### config.mk
export PLATFORM = sky130hd
export DESIGN_NAME = ej32_rs_arb
export DESIGN_NICKNAME = d
export VERILOG_FILES = /design/src/rtl/ej32_rs_arb.sv
export SDC_FILE = /design/constraint.sdc
export NUM_CORES = 1
export LEC_CHECK = 0
export ABC_AREA = 1
export CORE_MARGIN = 5
export CORE_UTILIZATION = 25
export CTS_CLUSTER_SIZE = 40
export DETAILED_ROUTE_END_ITERATION = 16
export HOLD_SLACK_MARGIN = 0.12
export SLEW_MARGIN = 0
export SYNTH_ARGS = -nofsm -noshare
export SYNTH_HDL_FRONTEND = slang
export SYNTH_SLANG_ARGS = --single-unit
### constraint.sdc
create_clock -name clk -period 1.95 [get_ports clk]
set_input_delay 0.39 -clock clk [delete_from_list [all_inputs] [get_ports clk]]
set_output_delay 0.39 -clock clk [all_outputs]
set_load 0.01 [all_outputs]
### src/rtl/ej32_rs_arb.sv
// Return-stack arbiter/pointer manager: shares one BRAM between core (push/pop/move/peek) and debug (random rd/wr).
// Latency: grants are same-cycle combinational; read data (core_q/dbg_q) returns exactly 1 cycle after grant.
// Backpressure: requesters hold req+payload until gnt; core has priority, debug is forced through after STARVE-1 waits.
module ej32_rs_arb #(
    parameter int DSZ      = 32,
    parameter int RS_DEPTH = 32,
    parameter int PSZ      = 5,
    parameter int STARVE   = 8
) (
    input  logic           clk,
    input  logic           rst,
    input  logic           flush,
    input  logic           core_req,
    input  logic [1:0]     core_op,
    input  logic [PSZ-1:0] core_ofs,
    input  logic [DSZ-1:0] core_d,
    output logic           core_gnt,
    output logic [DSZ-1:0] core_q,
    output logic           core_qv,
    input  logic           dbg_req,
    input  logic           dbg_we,
    input  logic [PSZ-1:0] dbg_addr,
    input  logic [DSZ-1:0] dbg_d,
    output logic           dbg_gnt,
    output logic [DSZ-1:0] dbg_q,
    output logic           dbg_qv,
    output logic           mem_wen,
    output logic [PSZ-1:0] mem_waddr,
    output logic [DSZ-1:0] mem_wdata,
    output logic           mem_ren,
    output logic [PSZ-1:0] mem_raddr,
    input  logic [DSZ-1:0] mem_rdata,
    output logic [PSZ-1:0] rp,
    output logic [PSZ:0]   depth,
    output logic           ovf,
    output logic           unf,
    input  logic           err_clr
);

    localparam logic [1:0] OP_PUSH = 2'd0;
    localparam logic [1:0] OP_POP  = 2'd1;
    localparam logic [1:0] OP_MOVE = 2'd2;
    localparam logic [1:0] OP_PEEK = 2'd3;

    localparam int SCW = $clog2(STARVE) + 1;
    localparam logic [SCW-1:0] STARVE_MAX = SCW'(STARVE - 1);
    localparam logic [PSZ:0]   DEPTH_FULL = (PSZ+1)'(RS_DEPTH);

    logic [SCW-1:0] starve_cnt;
    logic           force_dbg;
    logic           core_take;
    logic           dbg_take;
    logic           full;
    logic           empty;
    logic           core_zero;

    logic           wen_c;
    logic [PSZ-1:0] waddr_c;
    logic [DSZ-1:0] wdata_c;
    logic           ren_c;
    logic [PSZ-1:0] raddr_c;
    logic [PSZ-1:0] rp_nxt;
    logic [PSZ:0]   depth_nxt;
    logic           ovf_set;
    logic           unf_set;
    logic           core_rd;
    logic           core_zero_nxt;
    logic           dbg_rd;

    assign full  = (depth == DEPTH_FULL);
    assign empty = (depth == '0);

    // Debug is forced through once it has waited STARVE-1 cycles; flush blocks both requesters.
    assign force_dbg = dbg_req && (starve_cnt == STARVE_MAX);
    assign core_take = !flush && core_req && !force_dbg;
    assign dbg_take  = !flush && dbg_req && (!core_req || force_dbg);

    // Handshake and BRAM strobes are held quiet while reset is asserted, even if requests are up.
    assign core_gnt  = rst && core_take;
    assign dbg_gnt   = rst && dbg_take;
    assign mem_wen   = rst && wen_c;
    assign mem_ren   = rst && ren_c;
    assign mem_waddr = rst ? waddr_c : '0;
    assign mem_wdata = rst ? wdata_c : '0;
    assign mem_raddr = rst ? raddr_c : '0;

    // Underflowed POP still pulses core_qv but returns zero instead of stale BRAM data.
    assign core_q = (core_qv && !core_zero) ? mem_rdata : '0;
    assign dbg_q  = dbg_qv ? mem_rdata : '0;

    // Decode the granted request into BRAM strobes, pointer/depth updates and error sets.
    always_comb begin
        wen_c         = 1'b0;
        waddr_c       = '0;
        wdata_c       = '0;
        ren_c         = 1'b0;
        raddr_c       = '0;
        rp_nxt        = rp;
        depth_nxt     = depth;
        ovf_set       = 1'b0;
        unf_set       = 1'b0;
        core_rd       = 1'b0;
        core_zero_nxt = 1'b0;
        dbg_rd        = 1'b0;
        if (core_take) begin
            case (core_op)
                OP_PUSH: begin
                    if (full) begin
                        ovf_set = 1'b1;
                    end else begin
                        wen_c     = 1'b1;
                        waddr_c   = rp + PSZ'(1);
                        wdata_c   = core_d;
                        rp_nxt    = rp + PSZ'(1);
                        depth_nxt = depth + (PSZ+1)'(1);
                    end
                end
                OP_POP: begin
                    core_rd = 1'b1;
                    if (empty) begin
                        unf_set       = 1'b1;
                        core_zero_nxt = 1'b1;
                    end else begin
                        ren_c     = 1'b1;
                        raddr_c   = rp;
                        rp_nxt    = rp - PSZ'(1);
                        depth_nxt = depth - (PSZ+1)'(1);
                    end
                end
                OP_MOVE: begin
                    wen_c   = 1'b1;
                    waddr_c = rp;
                    wdata_c = core_d;
                end
                OP_PEEK: begin
                    core_rd = 1'b1;
                    ren_c   = 1'b1;
                    raddr_c = rp - core_ofs;
                end
                default: ;
            endcase
        end else if (dbg_take) begin
            if (dbg_we) begin
                wen_c   = 1'b1;
                waddr_c = dbg_addr;
                wdata_c = dbg_d;
            end else begin
                ren_c   = 1'b1;
                raddr_c = dbg_addr;
                dbg_rd  = 1'b1;
            end
        end
        if (flush) begin
            rp_nxt    = '0;
            depth_nxt = '0;
        end
    end

    // Stack pointer and occupancy.
    always_ff @(posedge clk or negedge rst) begin
        if (!rst) begin
            rp    <= '0;
            depth <= '0;
        end else begin
            rp    <= rp_nxt;
            depth <= depth_nxt;
        end
    end

    // Sticky error flags; a new error in the same cycle as err_clr keeps the flag set.
    always_ff @(posedge clk or negedge rst) begin
        if (!rst) begin
            ovf <= 1'b0;
            unf <= 1'b0;
        end else begin
            ovf <= ovf_set | (ovf & ~err_clr);
            unf <= unf_set | (unf & ~err_clr);
        end
    end

    // Read-return tracking: one-cycle valid pulses aligned with the BRAM read latency.
    always_ff @(posedge clk or negedge rst) begin
        if (!rst) begin
            core_qv   <= 1'b0;
            core_zero <= 1'b0;
            dbg_qv    <= 1'b0;
        end else begin
            core_qv   <= core_rd;
            core_zero <= core_zero_nxt;
            dbg_qv    <= dbg_rd;
        end
    end

    // Debug starvation counter: counts waiting cycles, saturates at the forcing threshold.
    always_ff @(posedge clk or negedge rst) begin
        if (!rst) begin
            starve_cnt <= '0;
        end else if (!dbg_req || dbg_take) begin
            starve_cnt <= '0;
        end else if (starve_cnt != STARVE_MAX) begin
            starve_cnt <= starve_cnt + SCW'(1);
        end
    end

endmodule

### Wires at chosen ports, followed through buffers

(4 px per micron)
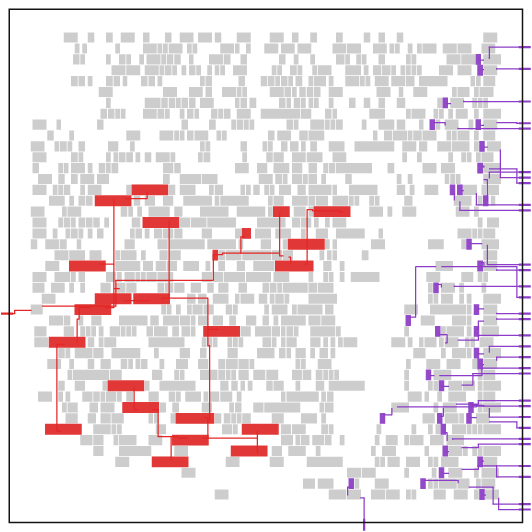
port	colour	direction	end cells	buffers	wire
rst	red	input	23	3	324 microns
dbg_q	purple	output	32	32	505 microns
I/O Pins: 240
# port buffers: 239

### Clock distribution

(2 px per micron)
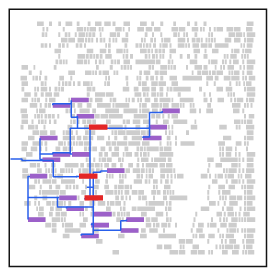
[clock wires] blue | length: 358 microns
[cells driving clock nets] red | count: 3
[flip-flops] purple | count: 20
routed clock nets	4
Worst Skew: 0.00260 ns
Late-Pin Clk Latency: 0.26 ns

==> flow_summary_export.csv <==
group,metric,value,unit
routing,drt_wl_total,16.7,mm
routing,wl_per_cell,14.4,microns
sta,drv_slew,0,
critical_path,r2r_cells,8,
power,combinationalPower,0.00123,W
cells_and_area,synthToLayoutAreaGrowth,108,%
sta,period_used_share,1.22,
cts,cts_setup_buffers,11,
die,die_area,16400,sq um
routing,drc,0,
critical_path,required,1.56,ns
critical_path,cp_max_fo,12,
outcome,status,"finished with violations",
job,tool_warnings,30,
yosys,ys_seq_frac,0.144,
global_routing,track_usage,0.186,
cts,cts_root_buf,"clkbuf_16",
power,comb_power_share,0.579,
yosys,synth-adder-area-share,0.0511,
power,power_frac_clock,0.211,
routing,num_vias,5067,
die,row_count,43,
cells_and_area,clock_cell_area_share,0.0109,
routing,wl_met3,1.08,mm
global_routing,use_met1,0.231,
routing,firstDrtPassIters,4,
cells_and_area,sequential_cell_total,20,
sta,maxSlewHeadroom,0.769,
routing,wl_met1,6.80,mm
critical_path,crit_chain,"ha_2, nand2_2, nor2_2, nand2_2, nand3_4, inv_8, buf_12, nand3_1, nand2_1, nor2_1, dlygate4sd2_1",
cells_and_area,largestClassByArea,"buffers",
power,ir_worst_vdd,0.000271,V
outcome,violations,"negative setup slack",
cells_and_area,final_nets,1103,
place,dpl_worst_slack,-1.01,ns
cells_and_area,n_antenna_cell,0,
cells_and_area,largestRegisters,"depth: 6 flops, rp: 5 flops, starve_cnt: 4 flops",
critical_path,cp.depth,11,
critical_path,cp-endpoint,"mem_wdata[21]",
cells_and_area,clock_buffers,4,
cells_and_area,regArea,503,sq um
power,seq_power,0.000448,W
yosys,top_cells_by_count,"199 x nand2_1, 120 x nor2_1, 105 x inv_1",
critical_path,timing.rr.start,"starve_cnt[0]",
cells_and_area,final_cells,1154,
die,fp_util,0.252,
die,die_h,128,microns
critical_path,critPathTopFamily,"simple AND/OR/NAND/NOR gates",
global_routing,grt_max_degree,34,
die,core,13800,sq um
sta,worst_slack,-0.426,ns
cts,cts.path.max_buffers,2,
global_routing,use_met2,0.343,
routing,postRouteAntennaNets,0,
yosys,ys_cells,666,
global_routing,antenna_found_initial,0,
critical_path,crit_type,"reg -> out",
cells_and_area,sh_seq_area,0.0697,
cts,numCtsBuffers,3,
cells_and_area,final-nonclk-buf-share,0.458,
power,seqPwrFrac,0.211,
yosys,top_area_cell,"nand2_1",
sta,hold_ws,0.416,ns
yosys,syn_area,3480,sq um
yosys,aoi_share,0.0583,
critical_path,r2r-end,"core_zero",
power,top_power_group,"combinational logic",
cells_and_area,lay_top_count,"nand2_1",
cts,clock-sinks,20,
sta,final-setup-viol-count,46,
power,finalPower,0.00213,W
cells_and_area,n_all_buffers,340,
cells_and_area,utilization,0.524,
yosys,synth_cells,666,
yosys,mux_area_frac,0,
cells_and_area,largest_register,"depth",
cells_and_area,combGateArea,2680,sq um
yosys,synth-edff-count,0,
Power is estimated from default activity; no workload was simulated.
